<file path="config.mk">
export PLATFORM = sky130hd
export DESIGN_NAME = ir_tx_1506
export DESIGN_NICKNAME = d
export VERILOG_FILES = /design/src/rtl/ir_tx_1506.sv
export SDC_FILE = /design/constraint.sdc
export NUM_CORES = 1
export LEC_CHECK = 0
export CAP_MARGIN = 10
export CORE_AREA = 2 2 96 98
export CTS_BUF_LIST = sky130_fd_sc_hd__clkbuf_8
export DETAILED_ROUTE_END_ITERATION = 7
export DIE_AREA = 0 0 98 100
export GPL_ROUTABILITY_DRIVEN = 0
export GPL_TIMING_DRIVEN = 1
export PLACE_DENSITY = 0.75
export SLEW_MARGIN = 20
export SYNTH_ARGS = -nofsm -noshare
export SYNTH_HDL_FRONTEND = slang
export SYNTH_SLANG_ARGS = --single-unit
</file>
<file path="constraint.sdc">
create_clock -name clk -period 3.3 [get_ports clk]
set_clock_uncertainty 0.15 [all_clocks]
set_input_delay 0.33 -clock clk [delete_from_list [all_inputs] [get_ports clk]]
set_output_delay 0.33 -clock clk [all_outputs]
set_load 0.005 [all_outputs]
</file>
<file path="src/rtl/ir_tx_1506.sv">
// ir_tx_1506: Avalon-MM NEC infrared transmitter with carrier modulation on export_ir_tx.
// Optional feature: define IR_TX_REPEAT_EN to enable CTRL.repeat and NEC repeat codes.
module ir_tx_1506 #(
    parameter int UNIT_CYCLES  = 28125,
    parameter int CARRIER_HALF = 658
) (
    input  logic        clk,
    input  logic        reset,
    input  logic [1:0]  avs_address,
    input  logic        avs_write,
    input  logic [31:0] avs_writedata,
    input  logic        avs_read,
    output logic [31:0] avs_readdata,
    output logic        export_ir_tx
);

    localparam int UNIT_W = $clog2(16 * UNIT_CYCLES + 1);
    localparam logic [UNIT_W-1:0] LAST_1U      = UNIT_W'(UNIT_CYCLES - 1);
    localparam logic [UNIT_W-1:0] LAST_3U      = UNIT_W'(3 * UNIT_CYCLES - 1);
    localparam logic [UNIT_W-1:0] LAST_8U      = UNIT_W'(8 * UNIT_CYCLES - 1);
    localparam logic [UNIT_W-1:0] LAST_16U     = UNIT_W'(16 * UNIT_CYCLES - 1);
    localparam logic [UNIT_W-1:0] CARRIER_LAST = UNIT_W'(CARRIER_HALF - 1);

    typedef enum logic [2:0] {
        IDLE,
        LEAD_MARK,
        LEAD_SPACE,
        BIT_MARK,
        BIT_SPACE,
        STOP_MARK,
        GAP
    } state_t;

    state_t            state;
    logic [UNIT_W-1:0] unit_cnt;
    logic [UNIT_W-1:0] carrier_cnt;
    logic [UNIT_W-1:0] phase_last;
    logic [5:0]        bit_cnt;
    logic [31:0]       frame_data;
    logic              done;
    logic              busy;
    logic              in_mark;
    logic              phase_end;
    logic              tx_accept;
    logic              status_read;
    logic              ctrl_repeat;
    logic              unused_wdata;

`ifdef IR_TX_REPEAT_EN
    localparam int FRAME_W = $clog2(192 * UNIT_CYCLES);
    localparam logic [UNIT_W-1:0]  LAST_4U  = UNIT_W'(4 * UNIT_CYCLES - 1);
    localparam logic [FRAME_W-1:0] GAP_LAST = FRAME_W'(192 * UNIT_CYCLES - 1);

    logic [FRAME_W-1:0] frame_cnt;
    logic               is_repeat;
`endif

    assign busy         = (state != IDLE);
    assign in_mark      = (state == LEAD_MARK) || (state == BIT_MARK) || (state == STOP_MARK);
    assign tx_accept    = avs_write && (avs_address == 2'd0) && (state == IDLE);
    assign status_read  = avs_read && (avs_address == 2'd1);
    assign phase_end    = (unit_cnt == phase_last);
    assign unused_wdata = ^avs_writedata[31:16];

    always_comb begin
        phase_last = LAST_1U;
        case (state)
            LEAD_MARK:  phase_last = LAST_16U;
`ifdef IR_TX_REPEAT_EN
            LEAD_SPACE: phase_last = is_repeat ? LAST_4U : LAST_8U;
`else
            LEAD_SPACE: phase_last = LAST_8U;
`endif
            BIT_SPACE:  phase_last = frame_data[bit_cnt[4:0]] ? LAST_3U : LAST_1U;
            default:    phase_last = LAST_1U;
        endcase
    end

`ifdef IR_TX_REPEAT_EN
    always_ff @(posedge clk or posedge reset) begin
        if (reset) begin
            ctrl_repeat <= 1'b0;
        end else if (avs_write && (avs_address == 2'd2)) begin
            ctrl_repeat <= avs_writedata[0];
        end
    end
`else
    assign ctrl_repeat = 1'b0;
`endif

    always_ff @(posedge clk or posedge reset) begin
        if (reset) begin
            avs_readdata <= '0;
        end else if (avs_read) begin
            case (avs_address)
                2'd1:    avs_readdata <= {30'd0, done, busy};
                2'd2:    avs_readdata <= {31'd0, ctrl_repeat};
                default: avs_readdata <= '0;
            endcase
        end
    end

    // Every mark entry restarts the unit and carrier counters with the LED already high,
    // so the first clock of each mark drives the carrier's high half.
    always_ff @(posedge clk or posedge reset) begin
        if (reset) begin
            state        <= IDLE;
            unit_cnt     <= '0;
            carrier_cnt  <= '0;
            bit_cnt      <= '0;
            frame_data   <= '0;
            done         <= 1'b0;
            export_ir_tx <= 1'b0;
`ifdef IR_TX_REPEAT_EN
            frame_cnt    <= '0;
            is_repeat    <= 1'b0;
`endif
        end else begin
            if (status_read) begin
                done <= 1'b0;
            end
            if ((state != IDLE) && (state != GAP)) begin
                unit_cnt <= unit_cnt + UNIT_W'(1);
            end
`ifdef IR_TX_REPEAT_EN
            if (state != IDLE) begin
                frame_cnt <= frame_cnt + FRAME_W'(1);
            end
`endif
            if (in_mark) begin
                if (carrier_cnt == CARRIER_LAST) begin
                    carrier_cnt  <= '0;
                    export_ir_tx <= ~export_ir_tx;
                end else begin
                    carrier_cnt <= carrier_cnt + UNIT_W'(1);
                end
            end

            case (state)
                IDLE: begin
                    if (tx_accept) begin
                        frame_data   <= {~avs_writedata[15:8], avs_writedata[15:8],
                                         ~avs_writedata[7:0], avs_writedata[7:0]};
                        bit_cnt      <= '0;
                        done         <= 1'b0;
                        state        <= LEAD_MARK;
                        unit_cnt     <= '0;
                        carrier_cnt  <= '0;
                        export_ir_tx <= 1'b1;
`ifdef IR_TX_REPEAT_EN
                        frame_cnt    <= '0;
                        is_repeat    <= 1'b0;
`endif
                    end
                end
                LEAD_MARK: begin
                    if (phase_end) begin
                        state        <= LEAD_SPACE;
                        unit_cnt     <= '0;
                        export_ir_tx <= 1'b0;
                    end
                end
                LEAD_SPACE: begin
                    if (phase_end) begin
                        unit_cnt     <= '0;
                        carrier_cnt  <= '0;
                        export_ir_tx <= 1'b1;
`ifdef IR_TX_REPEAT_EN
                        state        <= is_repeat ? STOP_MARK : BIT_MARK;
`else
                        state        <= BIT_MARK;
`endif
                    end
                end
                BIT_MARK: begin
                    if (phase_end) begin
                        state        <= BIT_SPACE;
                        unit_cnt     <= '0;
                        export_ir_tx <= 1'b0;
                    end
                end
                BIT_SPACE: begin
                    if (phase_end) begin
                        unit_cnt     <= '0;
                        carrier_cnt  <= '0;
                        export_ir_tx <= 1'b1;
                        bit_cnt      <= bit_cnt + 6'd1;
                        state        <= (bit_cnt == 6'd31) ? STOP_MARK : BIT_MARK;
                    end
                end
                STOP_MARK: begin
                    if (phase_end) begin
                        unit_cnt     <= '0;
                        export_ir_tx <= 1'b0;
`ifdef IR_TX_REPEAT_EN
                        if (ctrl_repeat) begin
                            state <= GAP;
                        end else begin
                            state <= IDLE;
                            done  <= 1'b1;
                        end
`else
                        state        <= IDLE;
                        done         <= 1'b1;
`endif
                    end
                end
`ifdef IR_TX_REPEAT_EN
                // The gap pads each frame or repeat code out to 192 units from its own start.
                GAP: begin
                    if (frame_cnt == GAP_LAST) begin
                        state        <= LEAD_MARK;
                        frame_cnt    <= '0;
                        is_repeat    <= 1'b1;
                        unit_cnt     <= '0;
                        carrier_cnt  <= '0;
                        export_ir_tx <= 1'b1;
                    end
                end
`endif
                default: state <= IDLE;
            endcase
        end
    end

endmodule

</file>
Fig. 1: metal layers overlaid
Only two layers are drawn.
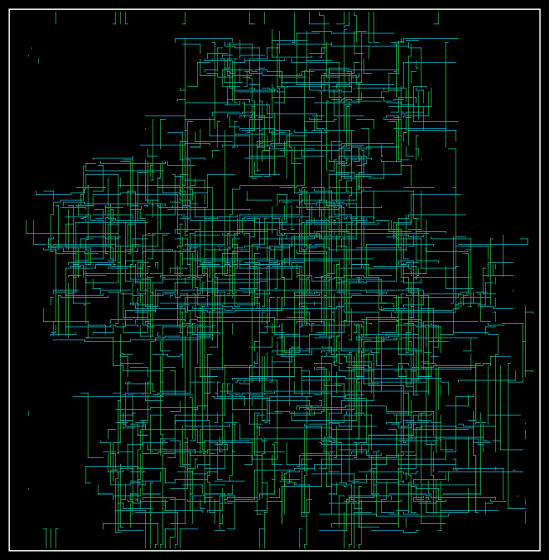
[metal 1] cyan | wire length: 4700 um
[metal 2] green | wire length: 4540 um

Fig. 2: gate families picked out
The bar under the picture is 20 um long.
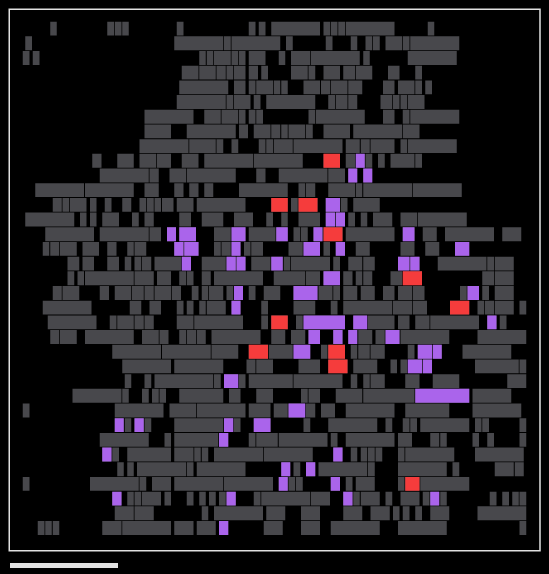
[inverting AOI/OAI gates] purple | cells: 60 | most used: a21oi_1
[AND-OR and OR-AND gates] red | cells: 11 | most used: a32o_1 | where: middle

Fig. 3: sequential cells grouped by signal name
The bar under the picture is 20 um long. Other sequential cells in the stronger grey, the rest of the logic in the fainter grey.
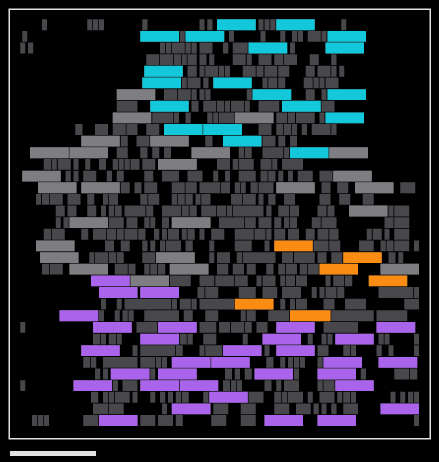
[carrier_cnt] cyan | flops: 19
[frame_data] purple | flops: 32
[bit_cnt] orange | flops: 6
not coloured: 26
Seq group: 1500 uW
Flop area: 0.00208 mm2
utilization after layout: 58.8%
fraction of area in registers: 39.7%

==> results.yml <==
# yosys + openroad results
drt:
  drt-vias-per-instance: 5.49
  antenna_left: 0
  drtIter0Drc: 221
  num_vias: 3613
  wl_um: 9750
global_route:
  grt_pass1_vias: 3396
  antenna_found_initial: 0
  grt_max_degree: 51
worst_setup_path:
  worstSetupStartpointType: "flop"
  cp_common_cell: "buf_4"
  crit_arrival_ns: 3.21
clocking:
  cts.htree.levels: 3
  clk_latency_ns: 0.36
  clockBufferDepth: 2
  holdBufCountCts: 0
power:
  finalPower_uw: 2860
floorplan:
  floorplan.core_util_pct: 52.5
  dieArea_mm2: 0.00980
  design.core.area_mm2: 0.00889
synth:
  most_common_cell: "dfrtp_1"
  top_area_cell: "dfrtp_1"
  ys.flops: 83
  common_cells: "dfrtp_1, nand2_1, nor2_1, buf_4, a21oi_1"
sta:
  tightestPinTransition_ns: 0.691
  timing.slew.headroom_pct: 53.9
  fin_crit_ns: 3.11
  slew_violations: 0
placement:
  dp_hpwl_um: 6680
run:
  tool_warnings: 43
final_layout:
  area_growth_pct: 12.0
run_status:
  outcome: "complete, no violations"
Fig. 4: the clock network
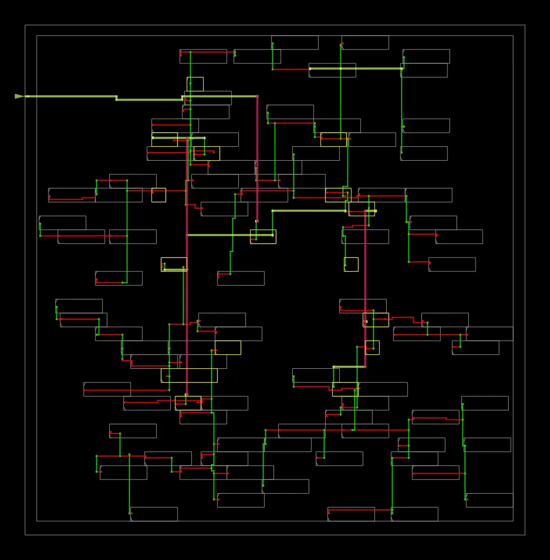
registers: 83
clock network power: 776 uW
clock buffer count from CTS: 9

Fig. 5: ports around the boundary
Pins as bars across the die edge, other pins in grey.
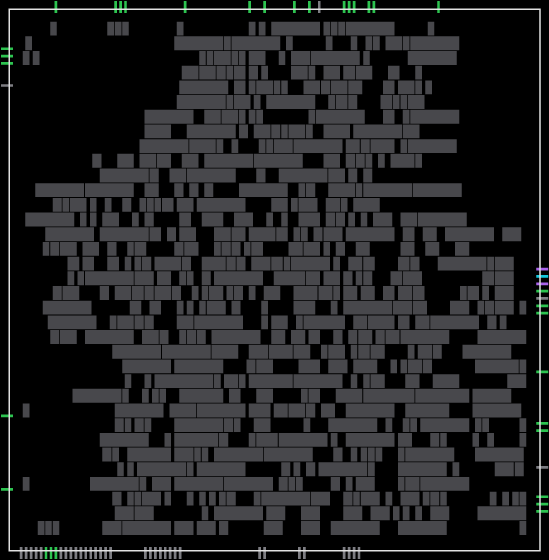
[avs_readdata] green | pins: 32 | direction: output | edge: 15 top, 9 right, 5 left, 3 bottom
[avs_write] cyan | pins: 1 | direction: input | edge: right
[avs_address] purple | pins: 2 | direction: input | edge: right
count of port buffers added during placement: 24
Chip Width: 98 um

==> final timing paths <==
kind / from / end / slack (ns)
setup / recovery: bit_cnt[0]$_DFFE_PP0P_ / unit_cnt[0]$_DFF_PP0_ / 0.19
hold / removal: reset / frame_data[29]$_DFFE_PP0P_ / 0.22
setup reg to reg: bit_cnt[0]$_DFFE_PP0P_ / unit_cnt[0]$_DFF_PP0_ / 0.19
hold reg to reg: frame_data[21]$_DFFE_PP0P_ / frame_data[21]$_DFFE_PP0P_ / 0.33
max in group asynchronous: reset / unit_cnt[18]$_DFF_PP0_ / 2.11
min in group clk: frame_data[21]$_DFFE_PP0P_ / frame_data[21]$_DFFE_PP0P_ / 0.33
==> layout make-up <==
class                           instances  area (um2)  share of cell area, %
Multi-Input combinational cell        392        2340                   44.7
Inverter                               13        50.0                  0.957
Tap cell                              111         139                   2.65
Timing Repair Buffer                   43         412                   7.87
Clock buffer                           11         151                   2.89
Sequential cell                        83        2080                   39.7
Clock inverter                          5        61.3                   1.17
==> kinds of logic after synthesis <==
group / Yosys count / share of synthesized area [%]
adder cells (fa/ha/maj): 4 / 1.07
XOR/XNOR: 34 / 6.38
other: 1 / 0.0803
AND/OR/NAND/NOR: 238 / 24.1
multiplexers: 15 / 4.90
flip-flops: 83 / 44.5
buffers and inverters: 68 / 8.39
AND-OR/OR-AND: 71 / 10.6
==> power by group <==
group          internal [uW]  switching, uW
Sequential              1260            246
Combinational            304            278
Clock                    392            384
Total                   1950            908
==> metrics by stage <==
step	cell area [um2]	utilization, %	setup TNS (ns)	setup slack [ns]	hold WS, ns
floorplan	4780	-	0	0.364	0.265
detailed placement	4970	55.9	-4.91	-0.173	0.315
global route	5230	58.8	0	0.00859	0.281
CTS	5190	58.4	0	0.0668	0.233
global placement	4970	55.9	-1.99	-0.0828	0.305
finish	5230	58.8	0	0.191	0.217
==> layout by cell type, fill, tap and decap left out, types with 4 or more instances in the layout <==
master and n:
conb_1 30, mux2i_1 6, xor2_1 15, a21oi_1 25, or4_1 5, xnor2_1 19, mux4_2 5, clkbuf_8 11
ha_1 4, buf_4 16, nand3_1 18, nand2_1 79, o21ai_0 10, clkdlybuf4s50_1 24, nor2_1 67, nor3_1 22
dfrtp_1 82, inv_1 12, nor2b_1 4, nand4_1 10
==> layer usage <==
metal / routed length [um] / vias to the layer above / global-route usage [%] / part of all wire [%]
li1: - / 1776 / - / -
met1: 4700 / 1746 / 30.4 / 48
met2: 4540 / 78 / 31.5 / 47
met3: 363 / 13 / 3.27 / 3.7
met4: 138 / 0 / 6.52 / 1.4
met5: 0 / - / 0 / 0
==> timing repair <==
| item | 4_1_cts | 5_1_grt |
|---|---|---|
| gates cloned | 0 | 0 |
| gates resized | 2 | 6 |
| pin swaps | 0 | 1 |
| endpoints found under the setup margin | 34 | 43 |
| buffers inserted | 0 | 1 |
==> flip-flops by register name, indices dropped and copies added, names as in the netlist <==
register and flops:
done 1, unit_cnt 19, state 3, carrier_cnt 19
frame_data 32, export_ir_tx 1, bit_cnt 6, avs_readdata 2
No activity file was given, so power comes from the tool's default toggle rates.
